Figure 1. Signal wires on met1.
Cells faint in the background.
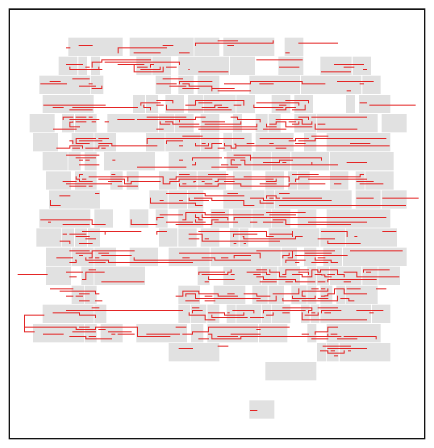
Figure 2. The metal 2 layer.
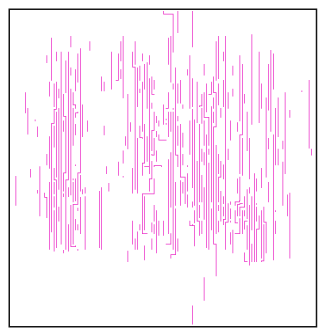
Figure 3. Met3 routing.
Cells faint in the background.
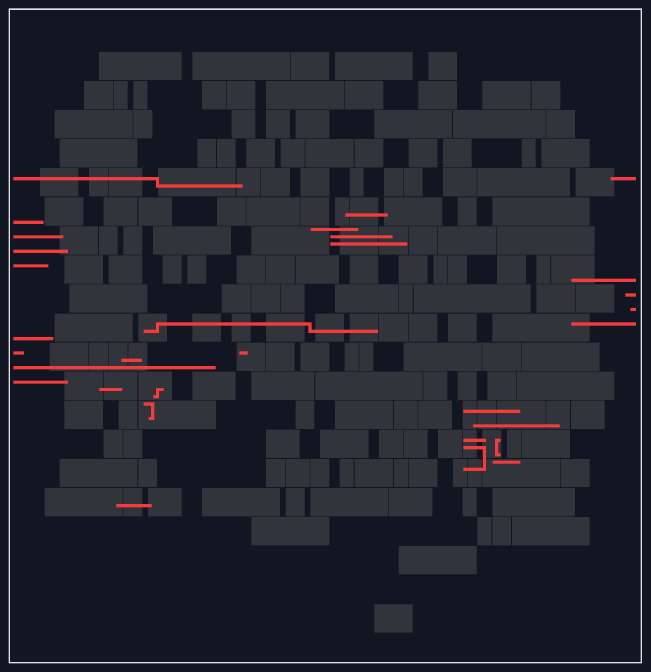
Figure 4. Congestion heat map.
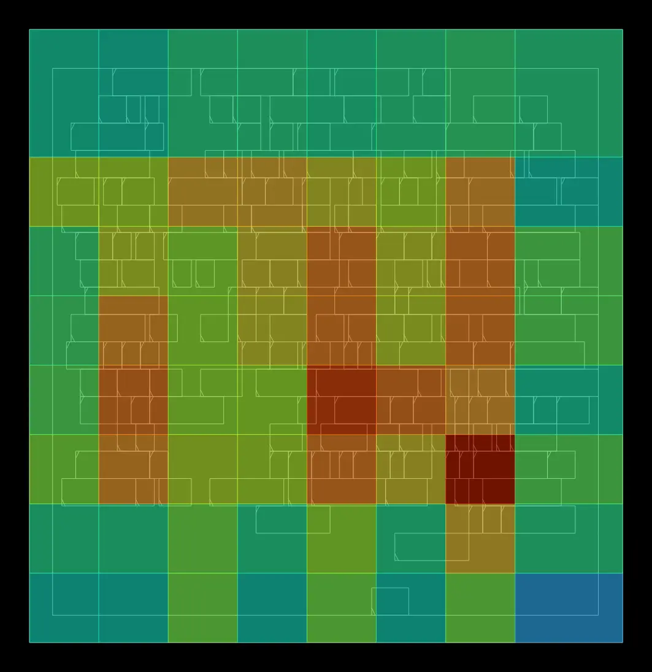
### config.mk
export PLATFORM = sky130hd
export DESIGN_NAME = diferencial_tx_control_flat
export DESIGN_NICKNAME = d
export VERILOG_FILES = /design/src/rtl/diferencial_tx_control_if.sv /design/src/rtl/diferencial_tx_control.sv /design/src/flat_wrapper.sv
export SDC_FILE = /design/constraint.sdc
export NUM_CORES = 1
export LEC_CHECK = 0
export CAP_MARGIN = 10
export CORE_AREA = 2 2 57 59
export DETAILED_ROUTE_END_ITERATION = 10
export DIE_AREA = 0 0 59 61
export PLACE_DENSITY = 0.76
export SKIP_LAST_GASP = 1
export SYNTH_ARGS = -nofsm -noshare
export SYNTH_HDL_FRONTEND = slang
export SYNTH_SLANG_ARGS = --single-unit
### constraint.sdc
create_clock -name clk -period 1.9 [get_ports clk]
set_input_delay 0.38 -clock clk [delete_from_list [all_inputs] [get_ports clk]]
set_output_delay 0.38 -clock clk [all_outputs]
set_load 0.03 [all_outputs]
### src/rtl/diferencial_tx_control_if.sv
// Parallel word handshake into the differential TX sequencer.
// The producer drives the word and its valid flag, and the sequencer answers with ready.
interface diferencial_tx_control_if #(
    parameter int unsigned DATA_W = 8
);
    logic [DATA_W-1:0] dato_in;
    logic              dato_valid;
    logic              dato_ready;

    modport master (
        output dato_in,
        output dato_valid,
        input  dato_ready
    );

    modport slave (
        input  dato_in,
        input  dato_valid,
        output dato_ready
    );
endinterface

### src/rtl/diferencial_tx_control.sv
// Transmit sequencer for the NRZ-L differential emitter. It sends training words on wake,
// serializes data words LSB-first with no gaps, holds the line when starved, then returns it to electrical idle.
module diferencial_tx_control #(
    parameter int unsigned       DATA_W     = 8,
    parameter int unsigned       WAKE_WORDS = 4,
    parameter logic [DATA_W-1:0] TRAIN_WORD = 8'hBC,
    parameter int unsigned       HOLD_CYC   = 4
) (
    input  logic                     clk,
    input  logic                     rst,
    input  logic                     enb,
    diferencial_tx_control_if.slave  dato,
    output logic                     tx_bit,
    output logic                     tx_elec_idle,
    output logic                     ocupado,
    output logic [1:0]               estado
);

    localparam int unsigned BIT_W  = (DATA_W > 1) ? $clog2(DATA_W) : 1;
    localparam int unsigned WORD_W = $clog2(WAKE_WORDS) + 1;
    localparam int unsigned HOLD_W = $clog2(HOLD_CYC) + 1;

    localparam logic [BIT_W-1:0]  BIT_LAST  = BIT_W'(DATA_W - 1);
    localparam logic [WORD_W-1:0] WORD_LAST = WORD_W'(WAKE_WORDS - 1);
    localparam logic [HOLD_W-1:0] HOLD_LAST = HOLD_W'(HOLD_CYC - 1);

    localparam logic [1:0] ST_IDLE = 2'd0;
    localparam logic [1:0] ST_WAKE = 2'd1;
    localparam logic [1:0] ST_DATA = 2'd2;
    localparam logic [1:0] ST_HOLD = 2'd3;

    logic [1:0]        estado_r;
    logic              tx_bit_r;
    logic              tx_elec_idle_r;
    logic              ocupado_r;
    logic [BIT_W-1:0]  bit_cnt_r;
    logic [WORD_W-1:0] word_cnt_r;
    logic [HOLD_W-1:0] hold_cnt_r;
    logic [DATA_W-1:0] shreg_r;

    logic [1:0]        estado_s;
    logic              tx_bit_s;
    logic              tx_elec_idle_s;
    logic [BIT_W-1:0]  bit_cnt_s;
    logic [WORD_W-1:0] word_cnt_s;
    logic [HOLD_W-1:0] hold_cnt_s;
    logic [DATA_W-1:0] shreg_s;

    logic              bit_last_s;
    logic              word_last_s;
    logic              hold_last_s;
    logic [BIT_W-1:0]  bit_nxt_s;
    logic              ready_s;
    logic              xfer_s;

    assign bit_last_s  = (bit_cnt_r == BIT_LAST);
    assign word_last_s = (word_cnt_r == WORD_LAST);
    assign hold_last_s = (hold_cnt_r == HOLD_LAST);
    assign bit_nxt_s   = bit_cnt_r + BIT_W'(1'b1);
    assign xfer_s      = ready_s & dato.dato_valid;

    assign dato.dato_ready = ready_s;
    assign tx_bit          = tx_bit_r;
    assign tx_elec_idle    = tx_elec_idle_r;
    assign ocupado         = ocupado_r;
    assign estado          = estado_r;

    // ready opens only at a word boundary, or at any time while the line is held
    always_comb begin
        ready_s = 1'b0;
        case (estado_r)
            ST_WAKE: begin
                if (bit_last_s && word_last_s) begin
                    ready_s = enb;
                end else begin
                    ready_s = 1'b0;
                end
            end
            ST_DATA: begin
                if (bit_last_s) begin
                    ready_s = enb;
                end else begin
                    ready_s = 1'b0;
                end
            end
            ST_HOLD: ready_s = enb;
            default: ready_s = 1'b0;
        endcase
    end

    // next-state and next-output decode; tx_bit_s is the bit the line shows next cycle
    always_comb begin
        estado_s       = estado_r;
        tx_bit_s       = tx_bit_r;
        tx_elec_idle_s = tx_elec_idle_r;
        bit_cnt_s      = bit_cnt_r;
        word_cnt_s     = word_cnt_r;
        hold_cnt_s     = hold_cnt_r;
        shreg_s        = shreg_r;
        case (estado_r)
            ST_IDLE: begin
                bit_cnt_s  = {BIT_W{1'b0}};
                word_cnt_s = {WORD_W{1'b0}};
                hold_cnt_s = {HOLD_W{1'b0}};
                // the waiting word is not consumed here; it is taken at the end of training
                if (enb && dato.dato_valid) begin
                    estado_s       = ST_WAKE;
                    tx_bit_s       = TRAIN_WORD[0];
                    tx_elec_idle_s = 1'b0;
                end else begin
                    estado_s       = ST_IDLE;
                    tx_bit_s       = 1'b0;
                    tx_elec_idle_s = 1'b1;
                end
            end
            ST_WAKE: begin
                tx_elec_idle_s = 1'b0;
                if (bit_last_s) begin
                    bit_cnt_s = {BIT_W{1'b0}};
                    if (word_last_s) begin
                        word_cnt_s = {WORD_W{1'b0}};
                        if (xfer_s) begin
                            estado_s = ST_DATA;
                            tx_bit_s = dato.dato_in[0];
                            shreg_s  = {1'b0, dato.dato_in[DATA_W-1:1]};
                        end else begin
                            estado_s   = ST_HOLD;
                            tx_bit_s   = 1'b0;
                            hold_cnt_s = {HOLD_W{1'b0}};
                        end
                    end else begin
                        word_cnt_s = word_cnt_r + WORD_W'(1'b1);
                        tx_bit_s   = TRAIN_WORD[0];
                    end
                end else begin
                    bit_cnt_s = bit_nxt_s;
                    tx_bit_s  = TRAIN_WORD[bit_nxt_s];
                end
            end
            ST_DATA: begin
                tx_elec_idle_s = 1'b0;
                if (bit_last_s) begin
                    bit_cnt_s = {BIT_W{1'b0}};
                    if (xfer_s) begin
                        estado_s = ST_DATA;
                        tx_bit_s = dato.dato_in[0];
                        shreg_s  = {1'b0, dato.dato_in[DATA_W-1:1]};
                    end else begin
                        estado_s   = ST_HOLD;
                        tx_bit_s   = 1'b0;
                        hold_cnt_s = {HOLD_W{1'b0}};
                    end
                end else begin
                    bit_cnt_s = bit_nxt_s;
                    tx_bit_s  = shreg_r[0];
                    shreg_s   = {1'b0, shreg_r[DATA_W-1:1]};
                end
            end
            ST_HOLD: begin
                tx_elec_idle_s = 1'b0;
                tx_bit_s       = 1'b0;
                if (xfer_s) begin
                    estado_s   = ST_DATA;
                    tx_bit_s   = dato.dato_in[0];
                    shreg_s    = {1'b0, dato.dato_in[DATA_W-1:1]};
                    bit_cnt_s  = {BIT_W{1'b0}};
                    hold_cnt_s = {HOLD_W{1'b0}};
                end else if (hold_last_s) begin
                    estado_s       = ST_IDLE;
                    tx_elec_idle_s = 1'b1;
                    hold_cnt_s     = {HOLD_W{1'b0}};
                end else begin
                    hold_cnt_s = hold_cnt_r + HOLD_W'(1'b1);
                end
            end
            default: begin
                estado_s       = ST_IDLE;
                tx_bit_s       = 1'b0;
                tx_elec_idle_s = 1'b1;
                bit_cnt_s      = {BIT_W{1'b0}};
                word_cnt_s     = {WORD_W{1'b0}};
                hold_cnt_s     = {HOLD_W{1'b0}};
                shreg_s        = {DATA_W{1'b0}};
            end
        endcase
    end

    // state and output registers with synchronous reset
    always_ff @(posedge clk) begin
        if (rst) begin
            estado_r       <= ST_IDLE;
            tx_bit_r       <= 1'b0;
            tx_elec_idle_r <= 1'b1;
            ocupado_r      <= 1'b0;
            bit_cnt_r      <= {BIT_W{1'b0}};
            word_cnt_r     <= {WORD_W{1'b0}};
            hold_cnt_r     <= {HOLD_W{1'b0}};
            shreg_r        <= {DATA_W{1'b0}};
        end else begin
            estado_r       <= estado_s;
            tx_bit_r       <= tx_bit_s;
            tx_elec_idle_r <= tx_elec_idle_s;
            ocupado_r      <= (estado_s != ST_IDLE);
            bit_cnt_r      <= bit_cnt_s;
            word_cnt_r     <= word_cnt_s;
            hold_cnt_r     <= hold_cnt_s;
            shreg_r        <= shreg_s;
        end
    end

endmodule

### src/flat_wrapper.sv
// flat-port wrapper written by rule: the top's interface ports become plain ports
module diferencial_tx_control_flat 
#(
    parameter int unsigned       DATA_W     = 8,
    parameter int unsigned       WAKE_WORDS = 4,
    parameter logic [DATA_W-1:0] TRAIN_WORD = 8'hBC,
    parameter int unsigned       HOLD_CYC   = 4
)
  (clk, rst, enb, tx_bit, tx_elec_idle, ocupado, estado, dato_dato_in, dato_dato_valid, dato_dato_ready);
  diferencial_tx_control_if #(.DATA_W(DATA_W)) dato_i ();
  input  logic clk;
  input  logic rst;
  input  logic enb;
  output logic tx_bit;
  output logic tx_elec_idle;
  output logic ocupado;
  output logic [1:0] estado;
  input wire logic [$bits(dato_i.dato_in)-1:0] dato_dato_in;
  input wire logic [$bits(dato_i.dato_valid)-1:0] dato_dato_valid;
  output wire logic [$bits(dato_i.dato_ready)-1:0] dato_dato_ready;
  assign dato_i.dato_in = dato_dato_in;
  assign dato_i.dato_valid = dato_dato_valid;
  assign dato_dato_ready = dato_i.dato_ready;
  diferencial_tx_control #(.DATA_W(DATA_W), .WAKE_WORDS(WAKE_WORDS), .TRAIN_WORD(TRAIN_WORD), .HOLD_CYC(HOLD_CYC)) u_core (.clk(clk), .rst(rst), .enb(enb), .dato(dato_i), .tx_bit(tx_bit), .tx_elec_idle(tx_elec_idle), .ocupado(ocupado), .estado(estado));
endmodule
==> changes_impl.md <==
### Physical design

- Tool warnings: 32
- Setup ws final: -0.0282 ns
- Failing checks: negative setup slack
- Asr flop ratio synth: 0
- Worst path arrival time: around 1.6 ns
- Mapped Avg Cell Area: 8.99 um2
- Power Dens Cells: approximately 540 nW/um2
- Post-synth top area share: 0.355
- Chip area in the Yosys report: roughly 1200 um2
- Rows: 20
- Ports: 18
- Core Region: 2950 um2
- FF/Latch Area: roughly 450 um2
- Worst Hold Depth: 1
- Setup CP Type: reg2out
- Width of the die: just under 60 um
- Die Ht: just over 60 um
- Part of the power in the clock network: 0.377
- Hold_ws: ~0.47 ns
- Fin. Hold Viols: 0
- Fin crit share: 1.01
- Post-DP Area: 1590 um2
- Top cell by count, worst path: buf_6
- Top cells by count: dfxtp_1, a21oi_1, o21ai_0, ha_1
- Yosys Instances: between 100 and 150
- Combinational share of power: 0.144
- Clock sink count: 22
- Final Setup Violations: 1
- Worst path cell trace: buf_6 > ha_4 > nor2_4 > a2111oi_4 > buf_6
- Average vias per placed instance: just over 6
- GPL Wtd Cong: ~0.84
- Logic area: between 800 and 900 um2
- Synth unique cells: 43
- RR Startpoint: u_core.bit_cnt_r[1]$_SDFFE_PP0P_
- Outcome: finished with violations
- First-pass GRT wire length: 5.22 mm
- Die area: about 3600 um2
- Post-CTS Hold Buffers: 0
- Init Core Util: 0.420
- Crit path max fanout: 3
- Psw: 234 uW
- CTS tree: done
- Mapped Area: approximately 1200 um2
- Max Cap Violations: 0
About Figure 1:
nets with wire on the layer: 171
wire length on this layer: 1490 um
main direction: horizontal
share of all routed wire: 44%
longest straight run: 21.8 um
Total Wirelength: 3.36 mm
vias: 1258

About Figure 2:
longest straight run: 37.1 um
share of all routed wire: 50%
nets with wire on the layer: 170
main direction: vertical
wire length on this layer: 1690 um
M2 GR Usage: 0.335

About Figure 3:
share of all routed wire: 4.7%
nets with wire on the layer: 29
wire length on this layer: 156 um
main direction: horizontal
longest straight run: 18.6 um
met3 Usage GRT: 0.0533

About Figure 4:
wire length per cell: 16.2 um
Total GRT Usage: 0.193
met1 GRT Util: 0.236

final cells by class:
cell class,count,share of cell area
inverter,6,0.0125
timing repair buffer,40,0.201
clock inverter,1,0.0167
sequential,22,0.250
multi-input combinational,103,0.484
clock buffer,3,0.0125
tap,33,0.0229
repair_timing:
item	in CTS	in global routing
resized	19	14
setup endpoints to repair	1	10
pin swaps	4	1
buffers inserted	7	0
flip-flops by register name, indices dropped and copies added (netlist names):
| register | cells |
|---|---|
| u_core.hold_cnt_r | 3 |
| u_core.ocupado | 1 |
| u_core.tx_elec_idle | 1 |
| u_core.bit_cnt_r | 3 |
| u_core.word_cnt_r | 3 |
| u_core.tx_bit | 1 |
| u_core.estado | 2 |
| u_core.shreg_r | 8 |
power by group through the flow:
| stage | combinational, uW | clock [uW] | sequential, uW |
|---|---|---|---|
| 2_1_floorplan | 56.5 | 0 | 490 |
| 3_3_place_gp | 124 | 0 | 481 |
| 3_5_place_dp | 127 | 0 | 481 |
| 4_1_cts | 135 | 377 | 469 |
| 5_1_grt | 149 | 389 | 470 |
| 6_report | 141 | 369 | 469 |
stage by stage:
| stage | cells | worst slack, ns | util |
|---|---|---|---|
| global placement | 197 | -0.0619 | 0.537 |
| floorplan | 138 | 0.0499 | - |
| finish | 208 | -0.0282 | 0.609 |
| detailed placement | 197 | -0.0938 | 0.537 |
| global route | 208 | -0.0731 | 0.609 |
| CTS | 208 | -0.0449 | 0.600 |
kinds of logic after synthesis:
family / Yosys count
adders and majority gates: 9
muxes: 1
buffers and inverters: 13
DFF: 22
and+or+nand+nor: 37
AOI/OAI and AO/OA: 56
final timing paths:
kind                                        to
min reg2reg  u_core.hold_cnt_r[2]$_SDFFE_PP0P_
max                            dato_dato_ready
min          u_core.hold_cnt_r[2]$_SDFFE_PP0P_
max reg2reg     u_core.shreg_r[2]$_SDFFE_PP0P_
metal layers:
layer  share of wire  vias up  track usage
met2            0.50       46        0.335
met4          0.0086        0       0.0519
met3           0.046        4       0.0533
li1                -      602            -
met5               0        -            0
met1            0.44      606        0.236
placed cells by master (no fill, tap or decap), types with 2 or more instances in the layout:
cell type and instances:
nand3b_1 2, nand4_1 2, nand2b_1 4, ha_4 5, o21ai_1 7, ha_1 4, nand3_1 3, o21ai_0 5
nor2_1 7, a21oi_4 2, inv_1 4, a31oi_1 3, o21a_1 2, buf_4 21, inv_2 2, a32oi_1 7
a21oi_1 12, a221oi_2 2, clkbuf_4 3, nand2_1 6, buf_6 2, nor3b_1 2, dfxtp_1 18, nor3_1 2
clkdlybuf4s50_1 14, a21o_1 3, dfxtp_2 2, dfxtp_4 2
No activity file was given, so power comes from the tool's default toggle rates.
